`src/rtl/ahb_ctrl_master_if.sv`:
```
// Command/response handshake plus AHB-Lite master bus signals for ahb_ctrl_master.
// The master modport is the controller's view; the slave modport is the
// view of whatever drives commands and models the AHB slave.
interface ahb_ctrl_master_if;
    // command channel
    logic        cmd_valid;
    logic        cmd_ready;
    logic        cmd_write;
    logic        cmd_poll;
    logic [31:0] cmd_addr;
    logic [2:0]  cmd_size;
    logic [31:0] cmd_wdata;
    // response channel
    logic        rsp_valid;
    logic        rsp_ready;
    logic [31:0] rsp_rdata;
    logic        rsp_err;
    logic        rsp_timeout;
    // AHB-Lite bus
    logic [31:0] HADDR;
    logic [1:0]  HTRANS;
    logic        HWRITE;
    logic [2:0]  HSIZE;
    logic [31:0] HWDATA;
    logic [31:0] HRDATA;
    logic        HREADY;
    logic [1:0]  HRESP;

    modport master (
        input  cmd_valid, cmd_write, cmd_poll, cmd_addr, cmd_size, cmd_wdata,
        input  rsp_ready, HRDATA, HREADY, HRESP,
        output cmd_ready, rsp_valid, rsp_rdata, rsp_err, rsp_timeout,
        output HADDR, HTRANS, HWRITE, HSIZE, HWDATA
    );

    modport slave (
        output cmd_valid, cmd_write, cmd_poll, cmd_addr, cmd_size, cmd_wdata,
        output rsp_ready, HRDATA, HREADY, HRESP,
        input  cmd_ready, rsp_valid, rsp_rdata, rsp_err, rsp_timeout,
        input  HADDR, HTRANS, HWRITE, HSIZE, HWDATA
    );
endinterface

```
`src/rtl/ahb_ctrl_master.sv`:
```
// Single-outstanding AHB-Lite master: one command becomes one bus transfer,
// or in poll mode a series of reads of one register until masked bits go
// nonzero or the read limit is reached. All outputs come straight from flops.
module ahb_ctrl_master #(
    parameter int POLL_GAP = 4,
    parameter int POLL_MAX = 1024,
    parameter int CNT_W    = 16
) (
    input logic               HCLK,
    input logic               HRESET,
    ahb_ctrl_master_if.master bus
);

    typedef enum logic [2:0] {
        S_IDLE = 3'd0,
        S_ADDR = 3'd1,
        S_DATA = 3'd2,
        S_GAP  = 3'd3,
        S_RESP = 3'd4
    } state_t;

    localparam logic [CNT_W-1:0] POLL_MAX_C = CNT_W'(POLL_MAX);
    localparam logic [CNT_W-1:0] GAP_LAST_C = CNT_W'((POLL_GAP > 32'sd0) ? (POLL_GAP - 32'sd1) : 32'sd0);
    localparam logic [CNT_W-1:0] CNT_ONE_C  = CNT_W'(1);
    localparam logic [CNT_W-1:0] CNT_ZERO_C = CNT_W'(0);

    // Replicate the write value across every byte lane the transfer size covers.
    function automatic logic [31:0] replicate_wdata(input logic [2:0] size, input logic [31:0] data);
        logic [31:0] r;
        case (size)
            3'b000:  r = {4{data[7:0]}};
            3'b001:  r = {2{data[15:0]}};
            default: r = data;
        endcase
        return r;
    endfunction

    // Pick the addressed lane out of HRDATA and zero-extend it.
    function automatic logic [31:0] select_lane(input logic [2:0] size, input logic [1:0] addr_lo,
                                                input logic [31:0] data);
        logic [31:0] r;
        case (size)
            3'b000: begin
                case (addr_lo)
                    2'b00:   r = {24'h000000, data[7:0]};
                    2'b01:   r = {24'h000000, data[15:8]};
                    2'b10:   r = {24'h000000, data[23:16]};
                    default: r = {24'h000000, data[31:24]};
                endcase
            end
            3'b001:  r = addr_lo[1] ? {16'h0000, data[31:16]} : {16'h0000, data[15:0]};
            default: r = data;
        endcase
        return r;
    endfunction

    state_t            state_q, state_d;
    logic              cmd_ready_q, cmd_ready_d;
    logic [31:0]       haddr_q, haddr_d;
    logic [1:0]        htrans_q, htrans_d;
    logic              hwrite_q, hwrite_d;
    logic [2:0]        hsize_q, hsize_d;
    logic [31:0]       hwdata_q, hwdata_d;
    logic              rsp_valid_q, rsp_valid_d;
    logic [31:0]       rsp_rdata_q, rsp_rdata_d;
    logic              rsp_err_q, rsp_err_d;
    logic              rsp_timeout_q, rsp_timeout_d;
    logic              poll_q, poll_d;
    logic [31:0]       wdata_q, wdata_d;
    logic [CNT_W-1:0]  rd_cnt_q, rd_cnt_d;
    logic [CNT_W-1:0]  gap_cnt_q, gap_cnt_d;
    logic [31:0]       rdata_lane_s;
    logic              unused_hresp_s;

    assign rdata_lane_s   = select_lane(hsize_q, haddr_q[1:0], bus.HRDATA);
    assign unused_hresp_s = bus.HRESP[1];

    // Next-state and next-output computation for the transfer FSM.
    always_comb begin
        state_d       = state_q;
        cmd_ready_d   = cmd_ready_q;
        haddr_d       = haddr_q;
        htrans_d      = htrans_q;
        hwrite_d      = hwrite_q;
        hsize_d       = hsize_q;
        hwdata_d      = hwdata_q;
        rsp_valid_d   = rsp_valid_q;
        rsp_rdata_d   = rsp_rdata_q;
        rsp_err_d     = rsp_err_q;
        rsp_timeout_d = rsp_timeout_q;
        poll_d        = poll_q;
        wdata_d       = wdata_q;
        rd_cnt_d      = rd_cnt_q;
        gap_cnt_d     = gap_cnt_q;

        case (state_q)
            S_IDLE: begin
                cmd_ready_d = 1'b1;
                if (bus.cmd_valid && cmd_ready_q) begin
                    cmd_ready_d = 1'b0;
                    haddr_d     = bus.cmd_addr;
                    hwrite_d    = bus.cmd_write;
                    hsize_d     = bus.cmd_size;
                    htrans_d    = 2'b10;
                    // a poll request that is also a write is just a write
                    poll_d      = bus.cmd_poll & ~bus.cmd_write;
                    wdata_d     = bus.cmd_wdata;
                    rd_cnt_d    = CNT_ONE_C;
                    gap_cnt_d   = CNT_ZERO_C;
                    state_d     = S_ADDR;
                end else begin
                    state_d = S_IDLE;
                end
            end

            S_ADDR: begin
                if (bus.HREADY) begin
                    htrans_d = 2'b00;
                    if (hwrite_q) begin
                        hwdata_d = replicate_wdata(hsize_q, wdata_q);
                    end else begin
                        hwdata_d = hwdata_q;
                    end
                    state_d = S_DATA;
                end else begin
                    state_d = S_ADDR;
                end
            end

            S_DATA: begin
                if (bus.HREADY) begin
                    htrans_d = 2'b00;
                    if (bus.HRESP[0]) begin
                        // error ends the command, including any poll in progress
                        rsp_rdata_d = rdata_lane_s;
                        rsp_err_d   = 1'b1;
                        rsp_valid_d = 1'b1;
                        state_d     = S_RESP;
                    end else if (!poll_q) begin
                        rsp_rdata_d = hwrite_q ? 32'h00000000 : rdata_lane_s;
                        rsp_valid_d = 1'b1;
                        state_d     = S_RESP;
                    end else if ((rdata_lane_s & wdata_q) != 32'h00000000) begin
                        rsp_rdata_d = rdata_lane_s;
                        rsp_valid_d = 1'b1;
                        state_d     = S_RESP;
                    end else if (rd_cnt_q == POLL_MAX_C) begin
                        rsp_rdata_d   = rdata_lane_s;
                        rsp_timeout_d = 1'b1;
                        rsp_valid_d   = 1'b1;
                        state_d       = S_RESP;
                    end else if (POLL_GAP == 32'sd0) begin
                        rsp_rdata_d = rdata_lane_s;
                        htrans_d    = 2'b10;
                        rd_cnt_d    = rd_cnt_q + CNT_ONE_C;
                        state_d     = S_ADDR;
                    end else begin
                        rsp_rdata_d = rdata_lane_s;
                        gap_cnt_d   = CNT_ZERO_C;
                        state_d     = S_GAP;
                    end
                end else begin
                    state_d = S_DATA;
                end
            end

            S_GAP: begin
                htrans_d = 2'b00;
                if (gap_cnt_q == GAP_LAST_C) begin
                    gap_cnt_d = CNT_ZERO_C;
                    htrans_d  = 2'b10;
                    rd_cnt_d  = rd_cnt_q + CNT_ONE_C;
                    state_d   = S_ADDR;
                end else begin
                    gap_cnt_d = gap_cnt_q + CNT_ONE_C;
                    state_d   = S_GAP;
                end
            end

            S_RESP: begin
                if (bus.rsp_ready) begin
                    rsp_valid_d   = 1'b0;
                    rsp_err_d     = 1'b0;
                    rsp_timeout_d = 1'b0;
                    cmd_ready_d   = 1'b1;
                    state_d       = S_IDLE;
                end else begin
                    state_d = S_RESP;
                end
            end

            default: begin
                state_d     = S_IDLE;
                htrans_d    = 2'b00;
                cmd_ready_d = 1'b0;
                rsp_valid_d = 1'b0;
            end
        endcase
    end

    // State and output registers with synchronous reset.
    always_ff @(posedge HCLK) begin
        if (HRESET) begin
            state_q       <= S_IDLE;
            cmd_ready_q   <= 1'b0;
            haddr_q       <= 32'h00000000;
            htrans_q      <= 2'b00;
            hwrite_q      <= 1'b0;
            hsize_q       <= 3'b010;
            hwdata_q      <= 32'h00000000;
            rsp_valid_q   <= 1'b0;
            rsp_rdata_q   <= 32'h00000000;
            rsp_err_q     <= 1'b0;
            rsp_timeout_q <= 1'b0;
            poll_q        <= 1'b0;
            wdata_q       <= 32'h00000000;
            rd_cnt_q      <= CNT_ZERO_C;
            gap_cnt_q     <= CNT_ZERO_C;
        end else begin
            state_q       <= state_d;
            cmd_ready_q   <= cmd_ready_d;
            haddr_q       <= haddr_d;
            htrans_q      <= htrans_d;
            hwrite_q      <= hwrite_d;
            hsize_q       <= hsize_d;
            hwdata_q      <= hwdata_d;
            rsp_valid_q   <= rsp_valid_d;
            rsp_rdata_q   <= rsp_rdata_d;
            rsp_err_q     <= rsp_err_d;
            rsp_timeout_q <= rsp_timeout_d;
            poll_q        <= poll_d;
            wdata_q       <= wdata_d;
            rd_cnt_q      <= rd_cnt_d;
            gap_cnt_q     <= gap_cnt_d;
        end
    end

    assign bus.cmd_ready   = cmd_ready_q;
    assign bus.HADDR       = haddr_q;
    assign bus.HTRANS      = htrans_q;
    assign bus.HWRITE      = hwrite_q;
    assign bus.HSIZE       = hsize_q;
    assign bus.HWDATA      = hwdata_q;
    assign bus.rsp_valid   = rsp_valid_q;
    assign bus.rsp_rdata   = rsp_rdata_q;
    assign bus.rsp_err     = rsp_err_q;
    assign bus.rsp_timeout = rsp_timeout_q;

endmodule

```
`src/flat_wrapper.sv`:
```
// flat-port wrapper written by rule: the top's interface ports become plain ports
module ahb_ctrl_master_flat 
#(
    parameter int POLL_GAP = 4,
    parameter int POLL_MAX = 1024,
    parameter int CNT_W    = 16
)
  (HCLK, HRESET, bus_cmd_valid, bus_cmd_write, bus_cmd_poll, bus_cmd_addr, bus_cmd_size, bus_cmd_wdata, bus_rsp_ready, bus_HRDATA, bus_HREADY, bus_HRESP, bus_cmd_ready, bus_rsp_valid, bus_rsp_rdata, bus_rsp_err, bus_rsp_timeout, bus_HADDR, bus_HTRANS, bus_HWRITE, bus_HSIZE, bus_HWDATA);
  ahb_ctrl_master_if bus_i ();
  input logic HCLK;
  input logic HRESET;
  input wire logic [$bits(bus_i.cmd_valid)-1:0] bus_cmd_valid;
  input wire logic [$bits(bus_i.cmd_write)-1:0] bus_cmd_write;
  input wire logic [$bits(bus_i.cmd_poll)-1:0] bus_cmd_poll;
  input wire logic [$bits(bus_i.cmd_addr)-1:0] bus_cmd_addr;
  input wire logic [$bits(bus_i.cmd_size)-1:0] bus_cmd_size;
  input wire logic [$bits(bus_i.cmd_wdata)-1:0] bus_cmd_wdata;
  input wire logic [$bits(bus_i.rsp_ready)-1:0] bus_rsp_ready;
  input wire logic [$bits(bus_i.HRDATA)-1:0] bus_HRDATA;
  input wire logic [$bits(bus_i.HREADY)-1:0] bus_HREADY;
  input wire logic [$bits(bus_i.HRESP)-1:0] bus_HRESP;
  output wire logic [$bits(bus_i.cmd_ready)-1:0] bus_cmd_ready;
  output wire logic [$bits(bus_i.rsp_valid)-1:0] bus_rsp_valid;
  output wire logic [$bits(bus_i.rsp_rdata)-1:0] bus_rsp_rdata;
  output wire logic [$bits(bus_i.rsp_err)-1:0] bus_rsp_err;
  output wire logic [$bits(bus_i.rsp_timeout)-1:0] bus_rsp_timeout;
  output wire logic [$bits(bus_i.HADDR)-1:0] bus_HADDR;
  output wire logic [$bits(bus_i.HTRANS)-1:0] bus_HTRANS;
  output wire logic [$bits(bus_i.HWRITE)-1:0] bus_HWRITE;
  output wire logic [$bits(bus_i.HSIZE)-1:0] bus_HSIZE;
  output wire logic [$bits(bus_i.HWDATA)-1:0] bus_HWDATA;
  assign bus_i.cmd_valid = bus_cmd_valid;
  assign bus_i.cmd_write = bus_cmd_write;
  assign bus_i.cmd_poll = bus_cmd_poll;
  assign bus_i.cmd_addr = bus_cmd_addr;
  assign bus_i.cmd_size = bus_cmd_size;
  assign bus_i.cmd_wdata = bus_cmd_wdata;
  assign bus_i.rsp_ready = bus_rsp_ready;
  assign bus_i.HRDATA = bus_HRDATA;
  assign bus_i.HREADY = bus_HREADY;
  assign bus_i.HRESP = bus_HRESP;
  assign bus_cmd_ready = bus_i.cmd_ready;
  assign bus_rsp_valid = bus_i.rsp_valid;
  assign bus_rsp_rdata = bus_i.rsp_rdata;
  assign bus_rsp_err = bus_i.rsp_err;
  assign bus_rsp_timeout = bus_i.rsp_timeout;
  assign bus_HADDR = bus_i.HADDR;
  assign bus_HTRANS = bus_i.HTRANS;
  assign bus_HWRITE = bus_i.HWRITE;
  assign bus_HSIZE = bus_i.HSIZE;
  assign bus_HWDATA = bus_i.HWDATA;
  ahb_ctrl_master #(.POLL_GAP(POLL_GAP), .POLL_MAX(POLL_MAX), .CNT_W(CNT_W)) u_core (.HCLK(HCLK), .HRESET(HRESET), .bus(bus_i));
endmodule
```
`config.mk`:
```
export PLATFORM = sky130hd
export DESIGN_NAME = ahb_ctrl_master_flat
export DESIGN_NICKNAME = d
export VERILOG_FILES = /design/src/rtl/ahb_ctrl_master_if.sv /design/src/rtl/ahb_ctrl_master.sv /design/src/flat_wrapper.sv
export SDC_FILE = /design/constraint.sdc
export NUM_CORES = 1
export LEC_CHECK = 0
export CAP_MARGIN = 20
export CORE_MARGIN = 3
export CORE_UTILIZATION = 49
export DETAILED_ROUTE_END_ITERATION = 8
export HOLD_SLACK_MARGIN = 0.02
export PLACE_DENSITY = 0.81
export SETUP_SLACK_MARGIN = 0.4
export SYNTH_ARGS = -nofsm -noshare
export SYNTH_HDL_FRONTEND = slang
export SYNTH_SLANG_ARGS = --single-unit
```
`constraint.sdc`:
```
create_clock -name HCLK -period 3.4 [get_ports HCLK]
set_input_delay 0.68 -clock HCLK [delete_from_list [all_inputs] [get_ports HCLK]]
set_output_delay 0.68 -clock HCLK [all_outputs]
set_load 0.05 [all_outputs]
```
Where the registers sit:
Other sequential cells in the stronger grey, the rest of the logic in the fainter grey.
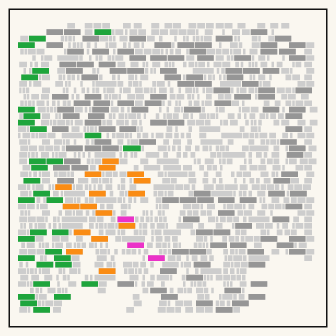
Key: u_core.state_q = magenta [placed flops 3]; u_core.rd_cnt_q = orange [placed flops 16]; u_core.bus.HADDR = green [placed flops 32, where a vertical strip on the left]
Another 122 sequential cells are not coloured.
sequential cell area share: 31.9%
Post-Route Utilization: 70.2%
Reg area: 3460 um2
Seq power: 0.00215 W

Placed cells, one colour a class:
Scale bar: 50 um.
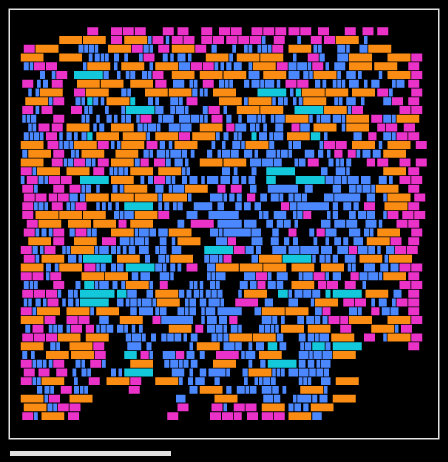
Key: remaining buffers and delay cells = magenta [cells 246]; remaining logic cells = blue [cells 733]; registers = orange [cells 173]; clock drivers and dummy loads = cyan [cells 32]
core outline area: 15500 um2
num rows: 45
post-layout instance area: 10900 um2

==> results.sh <==
# physical design summary
export IMPL_power_frac_seq_pct=45.3
export IMPL_syn_nets=1086
export IMPL_cp_data_arrival_time_ns=3.28
export IMPL_gp_congestion=0.987
export IMPL_drive_gt1_share_pct=7.77
export IMPL_maxSlewViolCount=0
export IMPL_grt_start_max_net_pins=70
export IMPL_clk_latency_ns=0.43
export IMPL_placed_area_um2=10300
export IMPL_cp_endpoint="u_core.state_q[0]$_SDFF_PP0_"
export IMPL_area_delta_synth_final_pct=37.3
export IMPL_cts_max_level=4
export IMPL_report_final_setup_viol=0
export IMPL_power_frac_comb_pct=15.1
export IMPL_synthArstFlopShare_pct=0
export IMPL_status="complete, no violations"
export IMPL_synth_cells=975
export IMPL_path_cells="nor4b_4, a32oi_1, nor4bb_2, a2111oi_4, o2111ai_4, o31a_1, a2111oi_4"
export IMPL_synthXorXnorAreaFrac_pct=1.55
export IMPL_fin_crit_ns=2.94
export IMPL_clk_path_buf_depth=2
export IMPL_synth_area_um2=7920
export IMPL_slowest_delay_ns=0.60
export IMPL_drt_pass1_iter_count=6
export IMPL_worst_path_buf_inv=0
export IMPL_worst_pin_slew_ns=0.752
export IMPL_drt_iter0_markers=803
export IMPL_nets=1282
export IMPL_num_io_pins=214
export IMPL_finalWirelength_um=26000
Clock network drawn from the DEF:
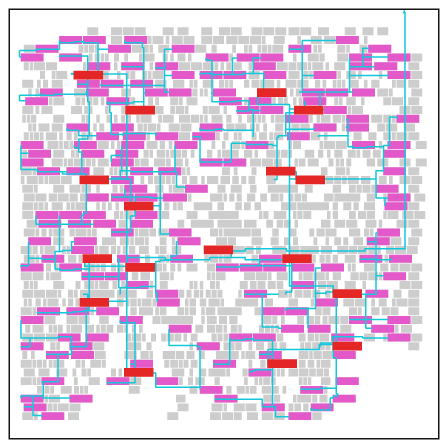
Key: clock-net drivers = red [count 17]; clock wires = cyan [length 2040 um]; flip-flops = magenta [count 173]
Position of the flops: all over the die. There are 18 routed clock nets.
Setup Skew: 0.00913 ns
Clock group: 0.00188 W

Power grid:
Pins as bars on the die edge. Tap cells in grey.
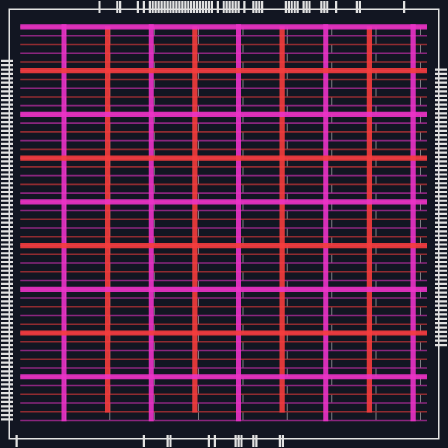
Key: VDD = red; VSS = magenta
9 straps on met5. 9 straps on met4. 214 signal pins sit on the boundary. The core has 45 rows.
Die X: 133 um
Die Span Y: 133 um
worst IR drop on VDD: 331 uV

routing by layer:
layer	global-route usage [%]	share of wire, %	up-vias
met5	0	0	-
met4	11.9	3.4	0
met3	9.82	12	56
met2	44.5	44	450
met1	36.3	41	3740
li1	-	-	3857
cell usage after synthesis, types with 3 or more instances:
library cell / instances
nor2_1: 92
nor2b_1: 4
a32oi_1: 4
xnor2_1: 5
nand2b_1: 13
mux2i_1: 22
a31oi_1: 8
nand3_1: 11
a32o_1: 3
nand2_1: 226
o22ai_1: 4
nor4b_1: 4
a211oi_1: 12
buf_4: 3
xor2_1: 9
nand4_1: 11
clkbuf_1: 54
a22o_1: 8
or3_1: 5
inv_1: 10
a22oi_1: 39
buf_6: 5
buf_1: 6
and3_1: 9
and2_1: 4
ha_1: 3
nor3_1: 13
a311oi_1: 18
o21ai_0: 21
nor4_1: 7
a21oi_1: 107
nand3b_1: 4
dfxtp_1: 173
o211ai_1: 10
o21bai_1: 3
worst register-to-register path: cells and delay by family, from the launching register on:
family,cells,cell delay [ns]
AND-OR/OR-AND,5,1.55
flip-flops,1,0.60
AND/OR/NAND/NOR,2,0.68
state kept, by name, indices dropped and copies added (netlist names), 3 cells and up:
name,count
u_core.wdata_q,32
u_core.bus.HWDATA,32
u_core.rd_cnt_q,16
u_core.bus.HADDR,32
u_core.state_q,3
u_core.gap_cnt_q,16
u_core.bus.rsp_rdata,32
u_core.bus.HSIZE,3
cells in the final DEF (no fill, tap or decap), types with 4 or more instances in the layout:
cell / n
a22o_1: 8
clkinv_2: 6
clkdlybuf4s50_1: 209
nand4_1: 11
clkbuf_16: 17
nand3b_1: 4
nor2_1: 91
inv_1: 10
a31oi_1: 8
nor3_1: 12
nand3_1: 11
a311oi_1: 18
and2_1: 4
a211oi_1: 12
buf_4: 33
nor4_1: 7
a21oi_1: 107
a32oi_1: 4
o22ai_1: 4
nor4b_1: 4
a22oi_1: 39
o211ai_1: 10
or3_1: 5
nand2b_1: 13
nor2b_1: 4
and3_1: 9
dfxtp_1: 172
o21ai_0: 21
inv_6: 4
xor2_1: 9
xnor2_1: 5
nand2_1: 225
mux2i_1: 22
worst min path at each step:
stage | endpoint | startpoint | depth (start not counted)
finish | u_core.bus.HADDR[30]$_SDFFE_PP0P_ | u_core.bus.HADDR[30]$_SDFFE_PP0P_ | 2
global route | u_core.bus.HADDR[18]$_SDFFE_PP0P_ | u_core.bus.HADDR[18]$_SDFFE_PP0P_ | 2
CTS | u_core.bus.HADDR[30]$_SDFFE_PP0P_ | u_core.bus.HADDR[30]$_SDFFE_PP0P_ | 2
detailed placement | u_core.bus.HWDATA[30]$_SDFFE_PP0P_ | u_core.bus.HWDATA[30]$_SDFFE_PP0P_ | 2
global placement | u_core.bus.HADDR[28]$_SDFFE_PP0P_ | u_core.bus.HADDR[28]$_SDFFE_PP0P_ | 2
floorplan | u_core.poll_q$_SDFFE_PP0P_ | u_core.poll_q$_SDFFE_PP0P_ | 2
cell type report:
class                      instances  area share, %
timing repair buffer             246           22.2
tap                              211           2.43
inverter                          10          0.345
clock buffer                      17           3.92
sequential                       173           31.9
clock inverter                    15           1.24
multi-input combinational        723           38.0
Power figures rest on the tool's default switching activity, not on a simulated workload.
